$ cat src/rtl/ram8_pkg.sv
// Shared constants and types for the eight-word Hack RAM bank.
package ram8_pkg;

   localparam int HACK_WORD_W = 16;
   localparam int RAM8_DEPTH  = 8;
   localparam int RAM8_AW     = 3;

   // Address of the last word; the clear sequencer finishes after writing it.
   localparam logic [RAM8_AW-1:0] RAM8_LAST = 3'(RAM8_DEPTH - 1);

   typedef enum logic {
      IDLE     = 1'b0,
      CLEARING = 1'b1
   } clr_state_e;

endpackage

$ cat src/rtl/dmux8way.sv
// 8-way demultiplexer: routes in_i to the output selected by sel_i, all others 0.
module dmux8way (
   input  logic       in_i,
   input  logic [2:0] sel_i,
   output logic [7:0] out_o
);

   // One-hot routing of the data bit to the selected output.
   always_comb begin
      out_o        = '0;
      out_o[sel_i] = in_i;
   end

endmodule

$ cat src/rtl/ram8_clear_seq.sv
// Clear sequencer for ram8_bank: zeroes one word per cycle, words 0..7.
//
//   state    | meaning
//   ---------+--------------------------------------------------------
//   IDLE     | bank free for external writes; waits for clear_i
//   CLEARING | writes 0 to word cnt_q each edge; exits after word 7
module ram8_clear_seq
   import ram8_pkg::*;
(
   input  logic               clk,
   input  logic               rst,
   input  logic               clear_i,
   output logic               busy_o,
   output logic               clr_we_o,
   output logic [RAM8_AW-1:0] clr_addr_o
);

   clr_state_e         state_q, state_d;
   logic [RAM8_AW-1:0] cnt_q,   cnt_d;

   // State and counter registers.
   always_ff @(posedge clk or posedge rst) begin
      if (rst) begin
         state_q <= IDLE;
         cnt_q   <= '0;
      end else begin
         state_q <= state_d;
         cnt_q   <= cnt_d;
      end
   end

   // Next state: a clear request while already clearing does not restart the count.
   always_comb begin
      state_d = state_q;
      cnt_d   = cnt_q;
      unique case (state_q)
         IDLE: begin
            if (clear_i) begin
               state_d = CLEARING;
               cnt_d   = '0;
            end
         end
         CLEARING: begin
            cnt_d = cnt_q + 3'd1;
            if (cnt_q == RAM8_LAST) begin
               state_d = IDLE;
            end
         end
         default: begin
            state_d = IDLE;
            cnt_d   = '0;
         end
      endcase
   end

   // Outputs decoded straight from the registered state, so busy is glitch-free.
   always_comb begin
      busy_o     = (state_q == CLEARING);
      clr_we_o   = (state_q == CLEARING);
      clr_addr_o = cnt_q;
   end

endmodule

$ cat src/rtl/ram8_bank.sv
// Eight-word register bank with combinational read.
// Optional bulk clear sequencer enabled by defining RAM8_CLEAR_EN.
module ram8_bank
   import ram8_pkg::*;
#(
   parameter int WIDTH = HACK_WORD_W
) (
   input  logic               clk,
   input  logic               rst,
   input  logic [WIDTH-1:0]   in,
   input  logic               load,
   input  logic [RAM8_AW-1:0] address,
`ifdef RAM8_CLEAR_EN
   input  logic               clear,
`endif
   output logic               busy,
   output logic [WIDTH-1:0]   out
);

   logic                    wr_en;
   logic [RAM8_AW-1:0]      wr_addr;
   logic [WIDTH-1:0]        wr_data;
   logic [RAM8_DEPTH-1:0]   word_we;
   logic [WIDTH-1:0]        mem_q [RAM8_DEPTH];

`ifdef RAM8_CLEAR_EN
   logic               clr_we;
   logic [RAM8_AW-1:0] clr_addr;

   ram8_clear_seq u_clear_seq (
      .clk        (clk),
      .rst        (rst),
      .clear_i    (clear),
      .busy_o     (busy),
      .clr_we_o   (clr_we),
      .clr_addr_o (clr_addr)
   );

   // Write-port mux: the sequencer owns the port while clearing; a clear
   // request in IDLE drops a coincident external load.
   always_comb begin
      if (clr_we) begin
         wr_en   = 1'b1;
         wr_addr = clr_addr;
         wr_data = '0;
      end else begin
         wr_en   = load & ~clear;
         wr_addr = address;
         wr_data = in;
      end
   end
`else
   assign busy = 1'b0;

   // Without the sequencer every external load goes straight to the bank.
   always_comb begin
      wr_en   = load;
      wr_addr = address;
      wr_data = in;
   end
`endif

   dmux8way u_wr_dec (
      .in_i  (wr_en),
      .sel_i (wr_addr),
      .out_o (word_we)
   );

   // Word storage; each word loads only when its one-hot enable is set.
   always_ff @(posedge clk or posedge rst) begin
      if (rst) begin
         for (int i = 0; i < RAM8_DEPTH; i++) begin
            mem_q[i] <= '0;
         end
      end else begin
         for (int i = 0; i < RAM8_DEPTH; i++) begin
            if (word_we[i]) begin
               mem_q[i] <= wr_data;
            end
         end
      end
   end

   assign out = mem_q[address];

endmodule

$ cat config.mk
export PLATFORM = sky130hd
export DESIGN_NAME = ram8_bank
export DESIGN_NICKNAME = d
export VERILOG_FILES = /design/src/rtl/ram8_pkg.sv /design/src/rtl/dmux8way.sv /design/src/rtl/ram8_clear_seq.sv /design/src/rtl/ram8_bank.sv
export SDC_FILE = /design/constraint.sdc
export NUM_CORES = 1
export LEC_CHECK = 0
export ABC_AREA = 1
export ABC_CLOCK_PERIOD_IN_PS = 8100
export CORE_ASPECT_RATIO = 1.4
export CORE_UTILIZATION = 30
export CTS_CLUSTER_SIZE = 25
export DETAILED_ROUTE_END_ITERATION = 6
export HOLD_SLACK_MARGIN = 0.08
export PLACE_DENSITY = 0.55
export SETUP_SLACK_MARGIN = 0.1
export SYNTH_ARGS = -nofsm -noshare
export SYNTH_HDL_FRONTEND = slang
export SYNTH_SLANG_ARGS = --single-unit
$ cat constraint.sdc
create_clock -name clk -period 8.1 [get_ports clk]
set_input_delay 1.62 -clock clk [delete_from_list [all_inputs] [get_ports clk]]
set_output_delay 1.62 -clock clk [all_outputs]
set_load 0.1 [all_outputs]
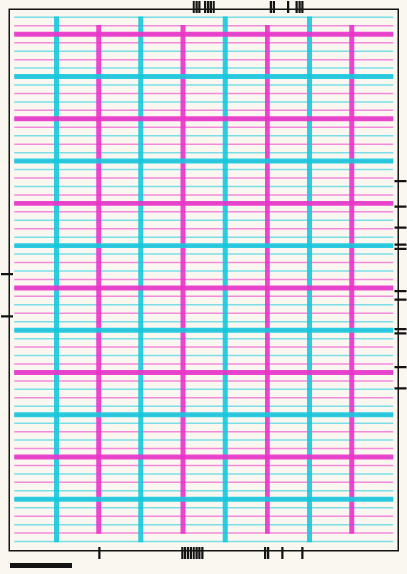
Run 1: supply network
Scale bar: 20 um. Pins as bars on the die edge.
legend:
  VSS:
    color: cyan
  VDD:
    color: magenta
met5 straps: 12
met4 straps: 8
rows: 62
met1 rails: 63
height of the die: 174 um
DIE WIDTH: 125 um
core box area: 0.0206 mm2
largest vdd supply drop: 137 uV

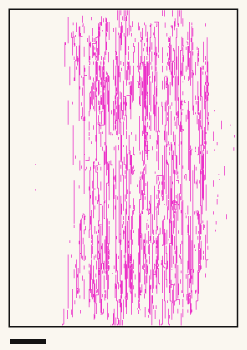
Run 1: signal wires on met2
Scale bar: 20 um.
nets with wire on the layer: 630
share of all routed wire: 50%
wire length on this layer: 8060 um
main direction: vertical
longest straight run: 70.7 um

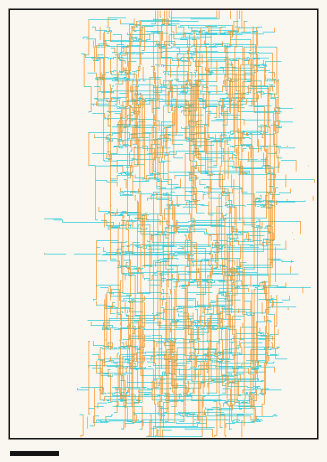
Run 1: wiring by layer
Scale bar: 20 um. Two of the layers only.
legend:
  metal 1:
    color: cyan
    wire_length: 7430 um
  metal 2:
    color: orange
    wire_length: 8060 um

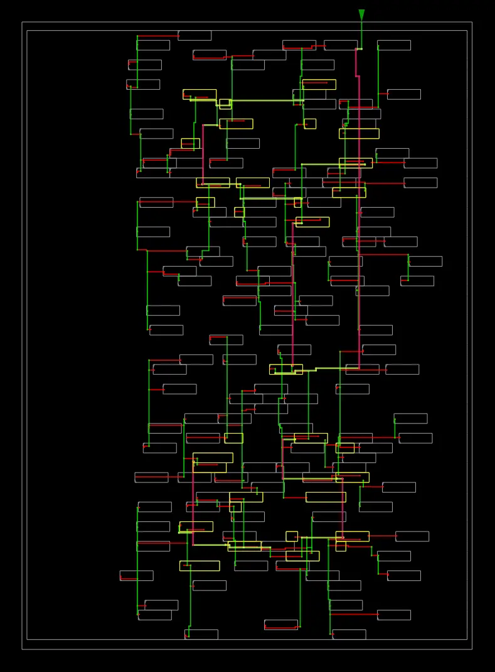
Run 1: clock routing
clock latency on the worst-skew pair: 0.42 ns
Clock Buffer Count: 21
post-route clock skew: 0 ns

==> run summary, run 1 <==
Results of the run.

The smallest clock period supported by the final layout is computed as 6.11 ns. The count of max-cap constraint violations is 0. The largest registers in the layout are mem_q: 128 flops. The count of distinct cell types in the synthesized netlist is 19. The uppermost metal layer occupied by signal nets is met4. The number of buffers added to fix hold violations after cts is 0.

The flip-flop count of the largest register after layout is 128. The endpoint with the worst hold slack is mem_q[65]. The register with the most flip-flops is mem_q. The total die area is 0.0217 mm2. In this design, the largest share of critical-path delay is due to buffers and inverters. The cell-mix breakdown from Yosys lists the simple-gate area share as 0.245.

The H-tree level count is 4. In this run the static leakage power is 0.00393 uW. The category of the worst setup path launch point is a primary input. For this run, asynchronously set or reset flops after synthesis account for 1.00.

The launch point of the critical path was reported as address[2]. For reference, the placement row count at floorplan is 62. Counting both buffers and inverters, the worst setup path holds a total of 3. The number of buffers added by the clock tree synthesis step is 17.

The iteration tally of the first detailed-router pass is 5. met2 track demand over resource after global routing is 0.277. After detailed routing, the number of vias per cell comes to 4.41. The run finished with clean final reports. The hold slack is 0.482 ns. STA reports the tightest min-delay check as being of type reg2reg. The dominant cell type by area after synthesis is sky130_fd_sc_hd__dfrtp_1. The stat command in Yosys gives a chip area of 0.00632 mm2. The detailed placer's ending HPWL is 9.84 mm. In this run the deepest clock path goes through 2 buffers. The minimum setup slack in the final design is 1.99 ns. Of the total power, the clock network draws 0.408. The cell depth of the worst min-delay path is 2. The sequential fraction of total cell area is 0.430.

Per the timing report, the biggest fanout along the worst path comes to 18. The power report puts the net switching power at 641 uW. The multi-input combinational cells in the finished layout cover a total of 0.00220 mm2.

The endpoint class of the critical path is an output port. The post-detailed-route wirelength per cell is 14.2 um. Routability-driven placement finished with a final weighted congestion of 0.744. The global route total overflow is 0. After layout, the inverter instance count without clock inverters stands at 181. The heaviest power group is the clock network. The data arrival time reported for the critical path is 4.49 ns.

The combinational cell fraction of total power is 0.198. The buffer share of cell area is 0.0521. The final cycle utilization of the critical path is 0.754. Looking at the reg2reg group, the worst path ends at mem_q[106].

The initial core utilization is 0.307. TritonCTS built the clock tree. The number of cells on the worst reg-to-reg path is 2. Per the post-synthesis stats, the area per cell is 7.32 um2. Leaving out fill and tap cells, the most frequent cells in the layout are sky130_fd_sc_hd__nand2_1, sky130_fd_sc_hd__inv_1, sky130_fd_sc_hd__dfrtp_1, sky130_fd_sc_hd__o21ai_0, sky130_fd_sc_hd__nand3_1.

The wire length of the first global-routing pass is 27.0 mm.
==> run 2: changes to the inputs <==
ABC_CLOCK_PERIOD_IN_PS = 5900   (was 8100)
clock period = 5.9 ns   (was 8.1 ns; I/O delays follow)
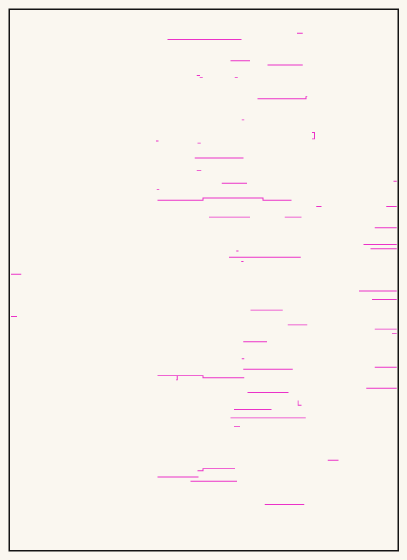
Run 2: signal wires on met3
main direction: horizontal
nets with wire on the layer: 32

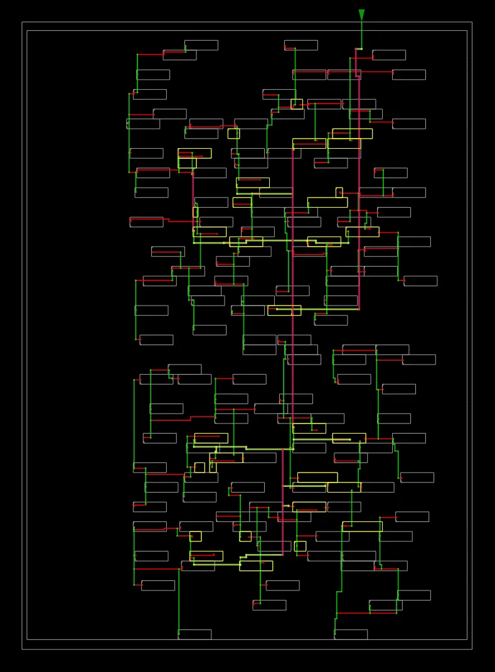
Run 2: clock routing
Clock net power: 1130 uW
sequential cells: 128

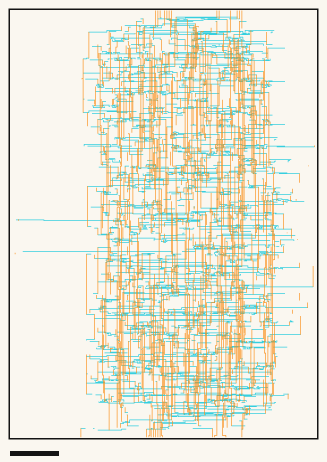
Run 2: wiring by layer
Scale bar: 20 um. Two of the layers only.
legend:
  metal 2:
    color: orange
    wire_length: 8160 um
  metal 1:
    color: cyan
    wire_length: 7230 um

==> run summary, run 2 <==
Results of the run.

The reported combinational group power is 560 uW (was 412 uW). The highest-delay cell along the critical path is sky130_fd_sc_hd__clkdlybuf4s50_1 (unchanged). The standby leakage power came to 0.00396 uW (was 0.00393 uW).

The core outline area was 0.0206 mm2 (unchanged). The final cycle utilization of the critical path is 0.742. The clock buffer instance count of the final layout is 20 (was 21). The met2 wire length is 8.16 mm (was 8.06 mm).

The non-clock inverter total of the final layout was 181 (unchanged). The number of rows in the core area was 62 (unchanged). The placer's final routability congestion estimate is 0.767 (was 0.744). The switching power summed over all nets was 866 uW (was 641 uW). The largest stage delay on the critical path is 0.60 ns (was 1.15 ns). The fraction of synthesis flops using an asynchronous set or reset pin is 1.00 (unchanged). The detailed placer's ending HPWL is 9.97 mm (was 9.84 mm). The floorplan net count is 885 (unchanged). The largest clock skew in the final design is 0 ns (unchanged). The category of the worst setup path launch point was a primary input (unchanged).

The wire length of the first global-routing pass came to 26.7 mm (was 27.0 mm). The count of distinct cell types in the synthesized netlist is 19 (unchanged). The uppermost metal layer occupied by signal nets is met4 (unchanged).

The cell depth of the worst min-delay path is 2 (unchanged). The predominant post-synthesis flop cell is sky130_fd_sc_hd__dfrtp_1 (unchanged). The post-layout instance count excluding filler cells is 1152 (was 1149). The clock tree from TritonCTS is done (unchanged). The worst-skew pair later-pin latency is 0.41 ns (was 0.42 ns). The H-tree level count is 4 (unchanged). The number of buffers and inverters on the critical path is 4 (was 3). The height of the chip is 174 um (unchanged). Largest regs: mem_q: 128 flops (unchanged).

The worst reg2reg path endpoint is mem_q[81] (was mem_q[106]). The total design power came to 2810 uW (was 2080 uW). The number of enable flip-flop cells is 0 (unchanged). The number of buffers added by the clock tree synthesis step is 17 (unchanged).

The largest voltage drop on the vdd net is 211 uV (was 137 uV). The total die area was 0.0217 mm2 (unchanged). The type of the most critical hold path is reg2reg (unchanged). The chip width is 125 um (unchanged). The part of the power in the clock network was 0.402 (was 0.408). The heaviest power group is the clock network (unchanged).

The register area is 0.00320 mm2 (unchanged). The deepest clock path buffer count is 2 (unchanged). The met2 routing resource usage after global routing was 0.274 (was 0.277). The data arrival time of the worst path is 3.20 ns (was 4.49 ns).

The tap cell instance count is 256 (unchanged). The simple logic cell fraction of the synthesized area is 0.245 (unchanged). The combinational cell area excluding buffers and inverters was 0.00220 mm2 (unchanged). The met1 layer wirelength in the final routing is 7.23 mm (was 7.43 mm). The count of max-cap constraint violations was 0 (unchanged).

The hold slack is 0.482 ns (about the same). The sequential fraction of total cell area is 0.432 (was 0.430). The yosys stat chip area is 0.00632 mm2 (unchanged).

The number of buffers added to fix hold violations after cts is 0 (unchanged). The endpoint with the worst hold slack is mem_q[66] (was mem_q[65]). The global route total overflow came to 0 (unchanged). The vias per cell is 4.46 (was 4.41). The maximum fanout count along the critical path is 18 (unchanged). The family of cells with the greatest summed delay on the critical path is buffers and inverters (unchanged). The number of cells on the worst reg-to-reg path is 2 (unchanged). The setup TNS is 0 ns (unchanged). The buffer share of cell area is 0.0500 (was 0.0521). Most instantiated logic cells after routing: sky130_fd_sc_hd__nand2_1, sky130_fd_sc_hd__inv_1, sky130_fd_sc_hd__dfrtp_1, sky130_fd_sc_hd__o21ai_0, sky130_fd_sc_hd__nand3_1 (unchanged). The register area share after synthesis is 0.507 (unchanged). The minimum setup slack in the final design is 1.52 ns (was 1.99 ns). The dominant cell type by area after synthesis is sky130_fd_sc_hd__dfrtp_1 (unchanged). The clock period minus final worst setup slack is 4.38 ns. The launching element of the worst setup path is address[1] (was address[2]).

Run status: completed (unchanged).
Power and IR drop assume default switching activity.
